File: src/rtl/axi_r_burst_buffer.sv
// AXI read-data channel FIFO with optional burst store-and-forward release.
// Define AXI_R_BURST_BUFFER_ERR_CNT_EN to build the SLVERR/DECERR beat counter.
module axi_r_burst_buffer #(
    parameter int ID_WIDTH   = 4,
    parameter int DATA_WIDTH = 64,
    parameter int USER_WIDTH = 6,
    parameter int DEPTH      = 8,
    parameter int STORE_FWD  = 0,
    parameter int CNT_W      = $clog2(DEPTH) + 1
) (
    input  logic                  clk_i,
    input  logic                  rst_i,
    input  logic                  slave_valid_i,
    input  logic [DATA_WIDTH-1:0] slave_data_i,
    input  logic [1:0]            slave_resp_i,
    input  logic [USER_WIDTH-1:0] slave_user_i,
    input  logic [ID_WIDTH-1:0]   slave_id_i,
    input  logic                  slave_last_i,
    output logic                  slave_ready_o,
    output logic                  master_valid_o,
    output logic [DATA_WIDTH-1:0] master_data_o,
    output logic [1:0]            master_resp_o,
    output logic [USER_WIDTH-1:0] master_user_o,
    output logic [ID_WIDTH-1:0]   master_id_o,
    output logic                  master_last_o,
    input  logic                  master_ready_i,
    output logic [CNT_W-1:0]      count_o,
    output logic [CNT_W-1:0]      bursts_o,
    output logic [15:0]           err_cnt_o
);
    localparam int              PTR_W    = $clog2(DEPTH);
    localparam logic [CNT_W-1:0] FULL_CNT = CNT_W'(DEPTH);

    typedef struct packed {
        logic [ID_WIDTH-1:0]   id;
        logic [DATA_WIDTH-1:0] data;
        logic [1:0]            resp;
        logic [USER_WIDTH-1:0] user;
        logic                  last;
    } beat_t;

    beat_t            mem_q [DEPTH];
    beat_t            mem_d [DEPTH];
    beat_t            wr_beat;
    beat_t            head;
    logic [PTR_W-1:0] wr_ptr_q, wr_ptr_d;
    logic [PTR_W-1:0] rd_ptr_q, rd_ptr_d;
    logic [CNT_W-1:0] count_q, count_d;
    logic [CNT_W-1:0] bursts_q, bursts_d;
    logic             push, pop, full, empty, release_ok;

    assign wr_beat = '{id: slave_id_i, data: slave_data_i, resp: slave_resp_i,
                       user: slave_user_i, last: slave_last_i};
    assign head    = mem_q[rd_ptr_q];

    assign full  = (count_q == FULL_CNT);
    assign empty = (count_q == '0);

    // Full override lets bursts longer than DEPTH drain instead of deadlocking.
    generate
        if (STORE_FWD != 0) begin : g_store_fwd
            assign release_ok = (bursts_q != '0) || full;
        end else begin : g_cut_through
            assign release_ok = 1'b1;
        end
    endgenerate

    assign slave_ready_o  = !full;
    assign master_valid_o = !empty && release_ok;
    assign push           = slave_valid_i && slave_ready_o;
    assign pop            = master_valid_o && master_ready_i;

    assign master_data_o = head.data;
    assign master_resp_o = head.resp;
    assign master_user_o = head.user;
    assign master_id_o   = head.id;
    assign master_last_o = head.last;
    assign count_o       = count_q;
    assign bursts_o      = bursts_q;

    always_comb begin
        mem_d    = mem_q;
        wr_ptr_d = wr_ptr_q;
        rd_ptr_d = rd_ptr_q;
        count_d  = count_q;
        bursts_d = bursts_q;
        if (push) begin
            mem_d[wr_ptr_q] = wr_beat;
            wr_ptr_d        = wr_ptr_q + PTR_W'(1);
        end
        if (pop) begin
            rd_ptr_d = rd_ptr_q + PTR_W'(1);
        end
        case ({push, pop})
            2'b10:   count_d = count_q + CNT_W'(1);
            2'b01:   count_d = count_q - CNT_W'(1);
            default: count_d = count_q;
        endcase
        case ({push && slave_last_i, pop && head.last})
            2'b10:   bursts_d = bursts_q + CNT_W'(1);
            2'b01:   bursts_d = bursts_q - CNT_W'(1);
            default: bursts_d = bursts_q;
        endcase
    end

    always_ff @(posedge clk_i or posedge rst_i) begin
        if (rst_i) begin
            for (int i = 0; i < DEPTH; i++) begin
                mem_q[i] <= '0;
            end
            wr_ptr_q <= '0;
            rd_ptr_q <= '0;
            count_q  <= '0;
            bursts_q <= '0;
        end else begin
            mem_q    <= mem_d;
            wr_ptr_q <= wr_ptr_d;
            rd_ptr_q <= rd_ptr_d;
            count_q  <= count_d;
            bursts_q <= bursts_d;
        end
    end

`ifdef AXI_R_BURST_BUFFER_ERR_CNT_EN
    logic [15:0] err_cnt_q, err_cnt_d;

    // resp[1] marks SLVERR/DECERR; the count saturates rather than wrapping.
    always_comb begin
        err_cnt_d = err_cnt_q;
        if (pop && head.resp[1] && (err_cnt_q != 16'hFFFF)) begin
            err_cnt_d = err_cnt_q + 16'd1;
        end
    end

    always_ff @(posedge clk_i or posedge rst_i) begin
        if (rst_i) begin
            err_cnt_q <= '0;
        end else begin
            err_cnt_q <= err_cnt_d;
        end
    end

    assign err_cnt_o = err_cnt_q;
`else
    assign err_cnt_o = '0;
`endif

endmodule

File: config.mk
export PLATFORM = sky130hd
export DESIGN_NAME = axi_r_burst_buffer
export DESIGN_NICKNAME = d
export VERILOG_FILES = /design/src/rtl/axi_r_burst_buffer.sv
export SDC_FILE = /design/constraint.sdc
export NUM_CORES = 1
export LEC_CHECK = 0
export CORE_MARGIN = 2
export CORE_UTILIZATION = 50
export CTS_CLUSTER_DIAMETER = 60
export CTS_CLUSTER_SIZE = 16
export DETAILED_ROUTE_END_ITERATION = 7
export PLACE_DENSITY = 0.69
export SLEW_MARGIN = 20
export SYNTH_ARGS = -nofsm -noshare
export SYNTH_HDL_FRONTEND = slang
export SYNTH_SLANG_ARGS = --single-unit
File: constraint.sdc
create_clock -name clk_i -period 28.9 [get_ports clk_i]
set_input_delay 2.89 -clock clk_i [delete_from_list [all_inputs] [get_ports clk_i]]
set_output_delay 2.89 -clock clk_i [all_outputs]
set_load 0.02 [all_outputs]
### Metal 1

(1 px per µm)
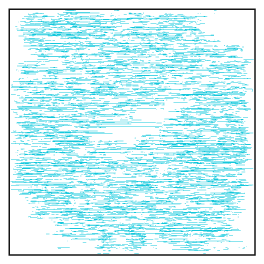
nets with wire on the layer	1792
wire length on this layer	27.8 mm
main direction	horizontal
share of all routed wire	45%
longest straight run	77.7 µm

### Track usage over the die

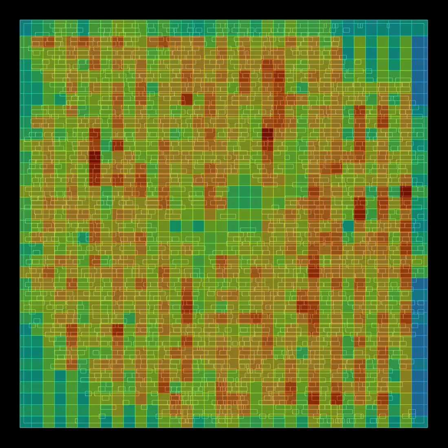
global-route total usage across every layer: 21.36%
M1 GR Usage: 29.50%
met3 demand-to-capacity share in global routing: 3.457%
mean routed wirelength per cell: 23.83 µm

### Register map, names as in the netlist

(2 px per µm) Other sequential cells in the stronger gray, the rest of the logic in the fainter gray.
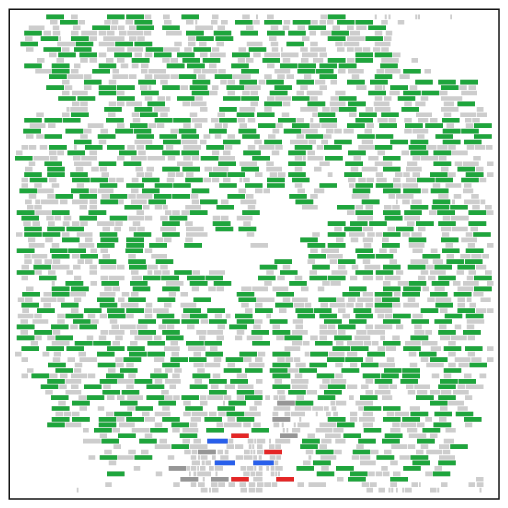
color	signal	sequential cells
green	mem_q	616
red	count_o	4
blue	rd_ptr_q	3
not colored	7

### Close-up of the layout

Window x 171 to 196, y 171 to 196 µm. Cells in gray, sequential cells in the stronger gray; small squares are vias.
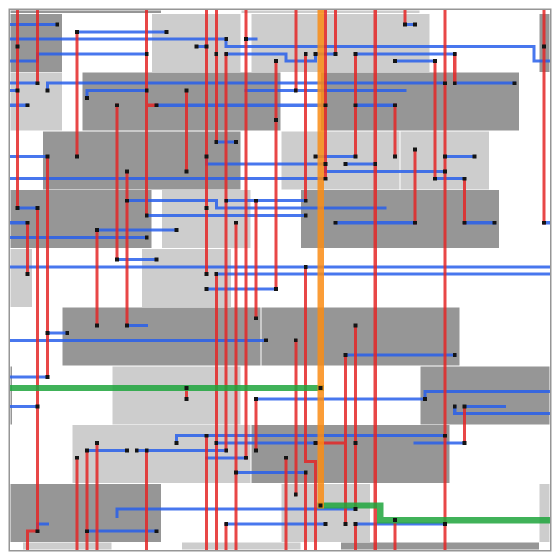
color	layer
red	metal 2
green	metal 3
blue	metal 1
orange	metal 4
sequential cells in the window	10
cells with their middle in the window	20
netlist names of flops here include	mem_q (10)
most frequent	dfrtp_1 (10), mux2_2 (6), mux4_2 (2)

==> synth_stat cells, drive strengths merged, types with 3 or more instances <==
library cell  number
mux4             154
buf              104
xnor2              7
inv               10
dfrtp            630
clkbuf            26
nor4b              3
nand3              3
mux2             696
nor2b              3
ha                 7
nand2              8
==> how the worst max path moves through the flow <==
| stage | cells after the start | end | slack, ns |
|---|---|---|---|
| after floorplan | 1 | bursts_o[0]$_DFFE_PP0P_ | 8.36 |
| after global placement | 5 | master_data_o[41] | 21.89 |
| after detailed placement | 5 | master_data_o[35] | 21.83 |
| after CTS | 5 | master_data_o[35] | 21.17 |
| after global routing | 5 | master_data_o[41] | 20.96 |
| final | 5 | master_data_o[35] | 21.37 |
==> power by group through the flow <==
stage / Clock [W] / Sequential (W) / Combinational [W]
2_1_floorplan: 0 / 0.00150 / 0.00146
3_3_place_gp: 0 / 0.00159 / 0.00191
4_1_cts: 0.000695 / 0.00160 / 0.00195
3_5_place_dp: 0 / 0.00161 / 0.00194
5_1_grt: 0.000732 / 0.00166 / 0.00205
6_report: 0.000676 / 0.00160 / 0.00192
==> stage by stage <==
step           area, µm²  instances  hold WS (ns)
4_1_cts            32480       2603        0.5024
3_5_place_dp       30940       2524        0.4870
2_1_floorplan      28890       1699        0.4738
3_3_place_gp       30940       2524        0.4815
5_1_grt            32490       2604        0.5052
6_report           32490       2606        0.5002
==> area by class of cell <==
| class | instances | area (µm²) | area share (%) |
|---|---|---|---|
| clock inverter | 21 | 227.7 | 0.7008 |
| multi-input combinational | 928 | 12300 | 37.85 |
| inverter | 11 | 53.80 | 0.1656 |
| antenna | 3 | 7.507 | 0.02310 |
| timing repair buffer | 190 | 1861 | 5.726 |
| sequential | 630 | 15780 | 48.55 |
| clock buffer | 58 | 1313 | 4.039 |
| tap | 765 | 957.2 | 2.946 |
==> kinds of logic (layout without fill, tap and decap cells) <==
group                    Yosys count  after routing  share of synthesized area, %
multiplexers                     852            852                         40.45
flip-flops                       630            630                         54.67
buffers and inverters            141            280                         3.037
AND/OR/NAND/NOR                   30             30                        0.8636
AND-OR/OR-AND                     13             13                        0.3168
XOR/XNOR                           9              9                        0.2734
adder cells (fa/ha/maj)            8              8                        0.3732
other                              1             19                       0.01300
==> flip-flops by register name, summed over array words and instances, names as in the netlist <==
register	flops
count_o	4
wr_ptr_q	3
bursts_o	4
mem_q	616
rd_ptr_q	3
==> metal layers <==
layer	part of all wire (%)	wire length, µm	up-vias
met3	3.6	2253	74
met5	0.039	24	-
met1	45	27790	8282
met2	50	30880	201
met4	1.8	1137	4
li1	-	-	6518
==> critical path, delay by kind of cell (launching register included) <==
kind                   cells  cell delay, ns
multiplexers               2            0.89
flip-flops                 1            0.92
buffers and inverters      3            2.16
==> metrics.log <==
[flow] final metrics
[metrics] post-synth area from yosys stat: 28840 µm²
[metrics] antenna violations before repair: 4
[metrics] source-to-sink clock delay at the later pin of the worst-skew pair: 0.61 ns
[metrics] Port Buffer Count: 167
[metrics] total of flip-flops plus latches after synthesis: 630
[metrics] wire length of the first global-routing pass: 98840 µm
[metrics] routed vias: 15079
[metrics] biggest area cells: dfrtp_1 55%, mux2_2 24%, mux4_2 12%
[metrics] cell chain of the critical path: buf_4 -> buf_4 -> mux4_2 -> mux2_2 -> clkdlybuf4s50_1
[metrics] worst min-delay path class: reg2reg
[metrics] minimum clock period: 7.530 ns
[metrics] Slew HR: 24.73%
[metrics] relative contribution of combinational cells to total power: 45.8%
[metrics] height of the chip: 244.1 µm
[metrics] CTS tree: done
[metrics] cell-internal power: 0.002843 W
[metrics] Clk pwr share: 16.1%
[metrics] worst path required time: 26.01 ns
[metrics] final net count: 1900
[metrics] Synth Cell Area: 28840 µm²
[metrics] number of synthesized flops with an enable pin: 0
[metrics] share of the core filled by cells before placement: 50.27%
[metrics] run status: complete, no violations
[metrics] buffer cell driving the clock tree root: clkbuf_16
[metrics] violation count after the first detailed-route iteration: 702
[metrics] Top Ports: 184
[metrics] global route total overflow: 0
[metrics] reported net switching power: 0.001351 W
[metrics] H-tree depth: 2
[metrics] final setup skew: 0.03039 ns
[metrics] count of pins over their slew limit: 0
[metrics] DRC violations left: 0
[metrics] CTS-repair resized insts: 0
[metrics] power density of the placed cells: 129.1 nW/µm²
[metrics] busiest layer in global routing: met2
[metrics] synthesized area per cell: 17.12 µm²
[metrics] start point of the worst hold path: mem_q[78]$_DFFE_PP0P_
[metrics] Fin Setup TNS: 0 ns
No activity file was given, so power comes from the tool's default toggle rates.
